$ cat src/rtl/chipset_pkg.sv
// -----------------------------------------------------------------------------
// chipset_pkg
// Shared definitions for the chip_set address decoder.
//   addr_t           : 19-bit CPU byte address type
//   *_DEF constants  : default base/limit of the two memory regions
//   MSEL_MEM1/2      : encoding of the read-data mux select (memSel)
// -----------------------------------------------------------------------------
package chipset_pkg;

  localparam int ADDR_W = 19;

  typedef logic [ADDR_W-1:0] addr_t;

  // Default memory map: a small memory 1 at the bottom, memory 2 directly above.
  localparam addr_t MEM1_BASE_DEF  = 19'h00000;
  localparam addr_t MEM1_LIMIT_DEF = 19'h0003F;
  localparam addr_t MEM2_BASE_DEF  = 19'h00040;
  localparam addr_t MEM2_LIMIT_DEF = 19'h1FFFF;

  // Read-data mux select encoding.
  localparam logic MSEL_MEM1 = 1'b0;
  localparam logic MSEL_MEM2 = 1'b1;

  localparam int NUM_REGIONS = 2;

endpackage : chipset_pkg

$ cat src/rtl/chipset_range_cmp.sv
// -----------------------------------------------------------------------------
// chipset_range_cmp
// Purely combinational region matcher: flags BASE <= address <= LIMIT
// (unsigned) and produces the offset of the address inside the region.
// Ports:
//   address : input  addr_t, CPU byte address
//   hit     : output, 1 when the address falls inside [BASE, LIMIT]
//   offset  : output addr_t, address - BASE (only meaningful when hit=1)
// -----------------------------------------------------------------------------
module chipset_range_cmp
  import chipset_pkg::*;
#(
  parameter addr_t BASE  = '0,
  parameter addr_t LIMIT = '1
) (
  input  addr_t address,
  output logic  hit,
  output addr_t offset
);

  // One extra bit on the subtraction: its MSB is the borrow, i.e. address < BASE.
  // This shares the subtractor between the lower-bound test and the offset,
  // and avoids an always-true compare when BASE is zero.
  logic [ADDR_W:0] lo_diff;
  logic            below_base;
  logic            above_limit;

  assign lo_diff     = {1'b0, address} - {1'b0, BASE};
  assign below_base  = lo_diff[ADDR_W];
  // Widened compare keeps the result non-constant even for LIMIT = all ones.
  assign above_limit = ({1'b0, address} > {1'b0, LIMIT});

  assign hit    = ~below_base & ~above_limit;
  assign offset = lo_diff[ADDR_W-1:0];

endmodule : chipset_range_cmp

$ cat src/rtl/chip_set.sv
// -----------------------------------------------------------------------------
// chip_set
// Address decoder for a CPU with two memories.
// Ports:
//   clk        : input,  single clock
//   rst        : input,  synchronous active-high reset
//   address    : input,  19-bit CPU byte address
//   memWrite   : input,  CPU write strobe for this cycle
//   memRead    : input,  CPU read strobe for this cycle
//   en1        : output, memory 1 write enable (combinational)
//   en2        : output, memory 2 write enable (combinational)
//   memSel     : output, read-data mux select, registered (0 = mem1, 1 = mem2)
//   localAddr  : output, offset inside the selected memory (combinational)
//   decErr     : output, one-cycle pulse after an unmapped access
//   errSticky  : output, set by any unmapped access, cleared only by rst
// Configuration:
//   CHIPSET_DECERR_EN : when defined, decErr/errSticky are real registers;
//                       otherwise both are tied to 0 and no error state exists.
// -----------------------------------------------------------------------------
module chip_set
  import chipset_pkg::*;
#(
  parameter addr_t MEM1_BASE  = MEM1_BASE_DEF,
  parameter addr_t MEM1_LIMIT = MEM1_LIMIT_DEF,
  parameter addr_t MEM2_BASE  = MEM2_BASE_DEF,
  parameter addr_t MEM2_LIMIT = MEM2_LIMIT_DEF
) (
  input  logic              clk,
  input  logic              rst,
  input  logic [ADDR_W-1:0] address,
  input  logic              memWrite,
  input  logic              memRead,
  output logic              en1,
  output logic              en2,
  output logic              memSel,
  output logic [ADDR_W-1:0] localAddr,
  output logic              decErr,
  output logic              errSticky
);

  // ---------------------------------------------------------------------------
  // Region matching: one comparator per region, index 0 = memory 1.
  // ---------------------------------------------------------------------------
  logic [NUM_REGIONS-1:0] hit_raw;
  addr_t                  offset_raw [NUM_REGIONS];

  genvar gi;
  generate
    for (gi = 0; gi < NUM_REGIONS; gi++) begin : g_region
      chipset_range_cmp #(
        .BASE  ((gi == 0) ? MEM1_BASE  : MEM2_BASE),
        .LIMIT ((gi == 0) ? MEM1_LIMIT : MEM2_LIMIT)
      ) u_cmp (
        .address (address),
        .hit     (hit_raw[gi]),
        .offset  (offset_raw[gi])
      );
    end
  endgenerate

  logic hit1;
  logic hit2;
  logic access;

  // Memory 1 has priority where the two regions overlap.
  assign hit1   = hit_raw[0];
  assign hit2   = hit_raw[1] & ~hit1;
  assign access = memRead | memWrite;

  // ---------------------------------------------------------------------------
  // Write enables: same-cycle, and masked by reset so an access caught by a
  // reset never produces an enable pulse. A combined read+write counts as a
  // write here. hit1/hit2 are exclusive, so the enables are too.
  // ---------------------------------------------------------------------------
  assign en1 = memWrite & hit1 & ~rst;
  assign en2 = memWrite & hit2 & ~rst;

  // ---------------------------------------------------------------------------
  // Local address: offset into whichever region matched, zero otherwise.
  // ---------------------------------------------------------------------------
  always_comb begin
    localAddr = '0;
    if (hit1) begin
      localAddr = offset_raw[0];
    end else if (hit2) begin
      localAddr = offset_raw[1];
    end
  end

  // ---------------------------------------------------------------------------
  // Read-data select: captured on every access so it lines up with the data
  // of a synchronous RAM one cycle later; held across idle cycles.
  // ---------------------------------------------------------------------------
  logic mem_sel_reg;

  always_ff @(posedge clk) begin
    if (rst) begin
      mem_sel_reg <= MSEL_MEM1;
    end else if (access) begin
      mem_sel_reg <= hit2 ? MSEL_MEM2 : MSEL_MEM1;
    end
  end

  assign memSel = mem_sel_reg;

  // ---------------------------------------------------------------------------
  // Decode-error reporting.
  // ---------------------------------------------------------------------------
`ifdef CHIPSET_DECERR_EN
  logic unmapped;
  logic dec_err_reg;
  logic err_sticky_reg;

  assign unmapped = access & ~hit1 & ~hit2;

  always_ff @(posedge clk) begin
    if (rst) begin
      dec_err_reg    <= 1'b0;
      err_sticky_reg <= 1'b0;
    end else begin
      dec_err_reg    <= unmapped;
      err_sticky_reg <= err_sticky_reg | unmapped;
    end
  end

  assign decErr    = dec_err_reg;
  assign errSticky = err_sticky_reg;
`else
  assign decErr    = 1'b0;
  assign errSticky = 1'b0;
`endif

endmodule : chip_set

$ cat config.mk
export PLATFORM = sky130hd
export DESIGN_NAME = chip_set
export DESIGN_NICKNAME = d
export VERILOG_FILES = /design/src/rtl/chipset_pkg.sv /design/src/rtl/chipset_range_cmp.sv /design/src/rtl/chip_set.sv
export SDC_FILE = /design/constraint.sdc
export NUM_CORES = 1
export LEC_CHECK = 0
export CAP_MARGIN = 20
export CORE_ASPECT_RATIO = 0.8
export CORE_MARGIN = 1
export CORE_UTILIZATION = 25
export CTS_CLUSTER_DIAMETER = 80
export DETAILED_ROUTE_END_ITERATION = 8
export DONT_BUFFER_PORTS = 1
export SETUP_SLACK_MARGIN = 0.5
export SKIP_LAST_GASP = 1
export SLEW_MARGIN = 20
export SYNTH_ARGS = -nofsm -noshare
export SYNTH_HDL_FRONTEND = slang
export SYNTH_SLANG_ARGS = --single-unit
$ cat constraint.sdc
create_clock -name clk -period 4.5 [get_ports clk]
set_input_delay 0.9 -clock clk [delete_from_list [all_inputs] [get_ports clk]]
set_output_delay 0.9 -clock clk [all_outputs]
set_load 0.01 [all_outputs]
==> images/layers.png <==
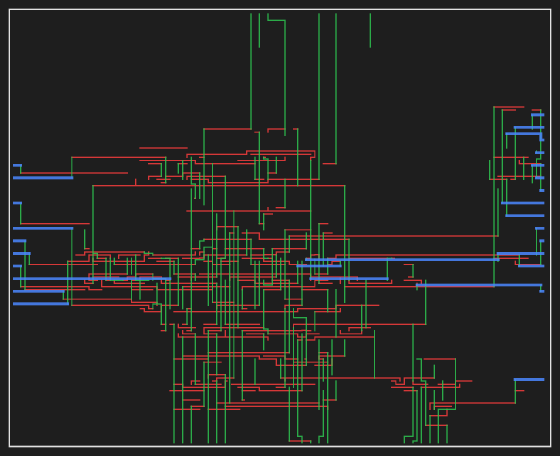
M1: in red, wire length 808 µm. M3: in blue, wire length 123 µm. M2: in green, wire length 760 µm.

==> images/class_map.png <==
Scale bar: 20 µm. Fill, decap, tap and diode cells in grey.
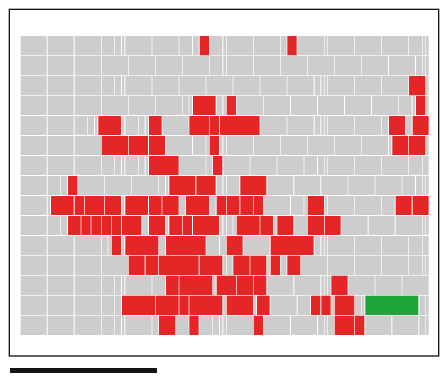
remaining logic cells: in red, cells 88, share of their area 97%. registers: in green, cells 1, share of their area 3.3%.

==> images/placed.png <==
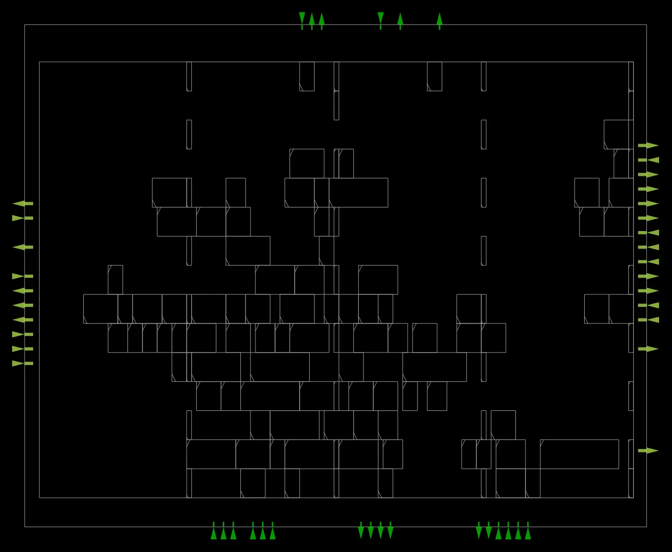
fillers: 239
# rows: 15
Seq/total area: 3.07%

==> images/route_heat.png <==
12 x 9 tiles, from black (low) to pale yellow (high), scaled to the fullest tile. Values are wire area over tile area, all layers added.
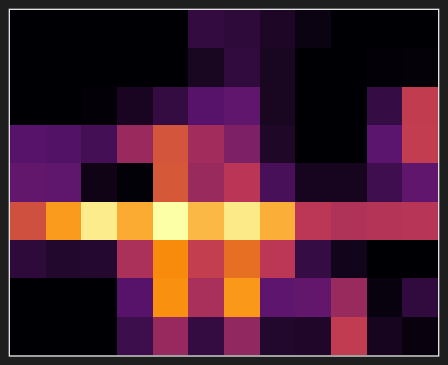
The mean over all tiles is 0.099. 31% of the tiles are nearly empty. The emptiest ninth of the die: north-west.
DR vias: 661
wire length per cell: 13.7 µm

==> impl_metrics.py <==
# Physical implementation metrics
metrics = {
    "outcome": {
        "outcome": "complete, no violations",
    },
    "hold_path": {
        "holdCritPathClass": "reg -> reg",
        "hold_end": "memSel",
        "min_from": "memSel",
    },
    "pwr": {
        "p_switching_mw": 0.0199,
        "ir_drop_uv": 18.0,
        "p_clk_mw": 0,
        "comb-power_mw": 0.0322,
        "p_total_mw": 0.0421,
        "power-per-cell-area_mw_per_mm2": 64.5,
        "switching_share_pct": 47.2,
        "power.share.clock_pct": 0,
        "power_frac_comb_pct": 76.5,
        "power.leakage_nw": 0.214,
        "p_int_mw": 0.0222,
        "powerSeq_mw": 0.00991,
    },
    "clock_tree": {
        "clk-insertion-delay-late_ps": 0,
        "cts_resized": 0,
        "path_clk_slew_ps": 0,
        "cts-hold-fix-buffers": 0,
    },
    "timing": {
        "grt_setup_unrepaired": "no",
        "fin_crit_ps": 3420,
        "setup_tns_ps": 0,
        "finalCritPeriodShare_pct": 76.0,
        "setup_slack_ps": 1080,
        "skew_ps": 0,
        "fmax_mhz": 292,
    },
    "placed_design": {
        "place.gp.congestion": 0.820,
        "preCtsSetupSlack_ps": 1080,
        "port_buffers": 0,
        "dp.cells": 123,
    },
    "drt": {
        "wl_met3_um": 123,
        "met2WireLength_um": 759,
        "drt-total-wl_um": 1690,
        "via_per_inst": 5.37,
        "wl_met1_um": 807,
        "ant_nets": 0,
        "drc_errors": 0,
        "drtIter0Drc": 16,
        "routed.top_layer": "met3",
    },
    "setup_path": {
        "reg2reg_depth": 2,
        "startpoint": "address[6]",
        "timing.rr.end": "memSel",
        "cp.required_ps": 3600,
        "worstReg2RegStart": "memSel",
        "cp.arrival_ps": 2520,
        "r2r_setup_slack_ps": 3900,
        "cp_max_fo": 7,
        "start_kind": "input port",
        "cp-end-kind": "output pin",
        "path_class": "in -> out",
        "endpoint": "localAddr[12]",
    },
    "grt": {
        "grt_start_max_net_pins": 15,
        "overflow": 0,
        "grt_pass1_vias": 575,
        "track_usage_pct": 11.8,
        "grt_pass1_wl_um": 2590,
    },
    "yosys": {
        "ys_seq_share_pct": 3.16,
        "ff_type": "dfxtp_1",
        "synth_async_sr_flop_share_pct": 0,
        "synth_area_um2": 633,
        "edf_count": 0,
        "synthesis.instances": 91,
        "syn_avg_cell_area_um2": 6.96,
        "yosys_warnings": 0,
        "ys_chip_area_um2": 633,
        "yosysCellCount": 91,
        "yosysUniqueCellTypes": 44,
    },
    "finish": {
        "drive_above_1_share_pct": 14.6,
        "seq_area_um2": 20.0,
        "final_cells": 123,
        "fin_nets": 117,
        "logic_area_um2": 579,
        "layout_top_cells": "13 x nor2_1, 7 x nor2b_1, 5 x nand2_1",
        "n_antenna_cell": 0,
        "syn_to_final_growth_pct": 3.16,
    },
    "floorplan": {
        "die_area_mm2": 0.00274,
        "die_x_um": 58.3,
        "fp_util_pct": 27.9,
        "io_pins": 47,
    },
    "flow_run": {
        "warning_count": 31,
        "drv_cap": 0,
    },
}
logic make-up after synthesis:
kind of cell / after synthesis / share of synthesized area [%]
other cells: 1 / 0.592
mux: 1 / 1.58
xor+xnor: 2 / 2.77
flops: 1 / 3.16
simple gates: 56 / 53.0
compound gates: 20 / 26.5
buf+inv: 7 / 6.52
fa+ha+maj: 3 / 5.93
final cells by class:
class | count | area share (%)
flip-flops and latches | 1 | 3.07
inverters | 3 | 1.72
multi-input cells | 85 | 88.7
well taps | 34 | 6.51
layer usage:
layer / vias to the layer above / track usage, %
li1: 326 / -
met1: 301 / 16.9
met2: 34 / 21.1
met3: 0 / 0.826
met4: 0 / 0
met5: - / 0
Yosys cell counts (2+ instances only):
master | count | area, µm²
ha_1 | 3 | 37.5
inv_1 | 3 | 11.3
nand3b_1 | 3 | 22.5
buf_4 | 4 | 30.0
nand3_1 | 2 | 10.0
xor2_1 | 2 | 17.5
nand2_1 | 5 | 18.8
or3_1 | 2 | 12.5
o22ai_1 | 2 | 12.5
o21ai_1 | 2 | 10.0
nor3_1 | 4 | 20.0
nor2_1 | 13 | 48.8
nand4_1 | 3 | 18.8
nand2b_1 | 4 | 25.0
nor2b_1 | 7 | 43.8
a21oi_1 | 4 | 20.0
metrics by stage:
stage	util (%)	cell area [µm²]	hold WS, ps
finish	28.8	653	527
global route	28.8	653	589
floorplan	-	641	508
detailed placement	28.8	653	533
CTS	28.8	653	533
global placement	28.8	653	521
worst max-delay path: stages:
cell and delay [ps]:
inv_1 90, ha_1 190, nor4b_2 400, o21ai_2 110
o2bb2ai_2 310, nor2_1 90, a2111oi_2 430
Power figures rest on the tool's default switching activity, not on a simulated workload.
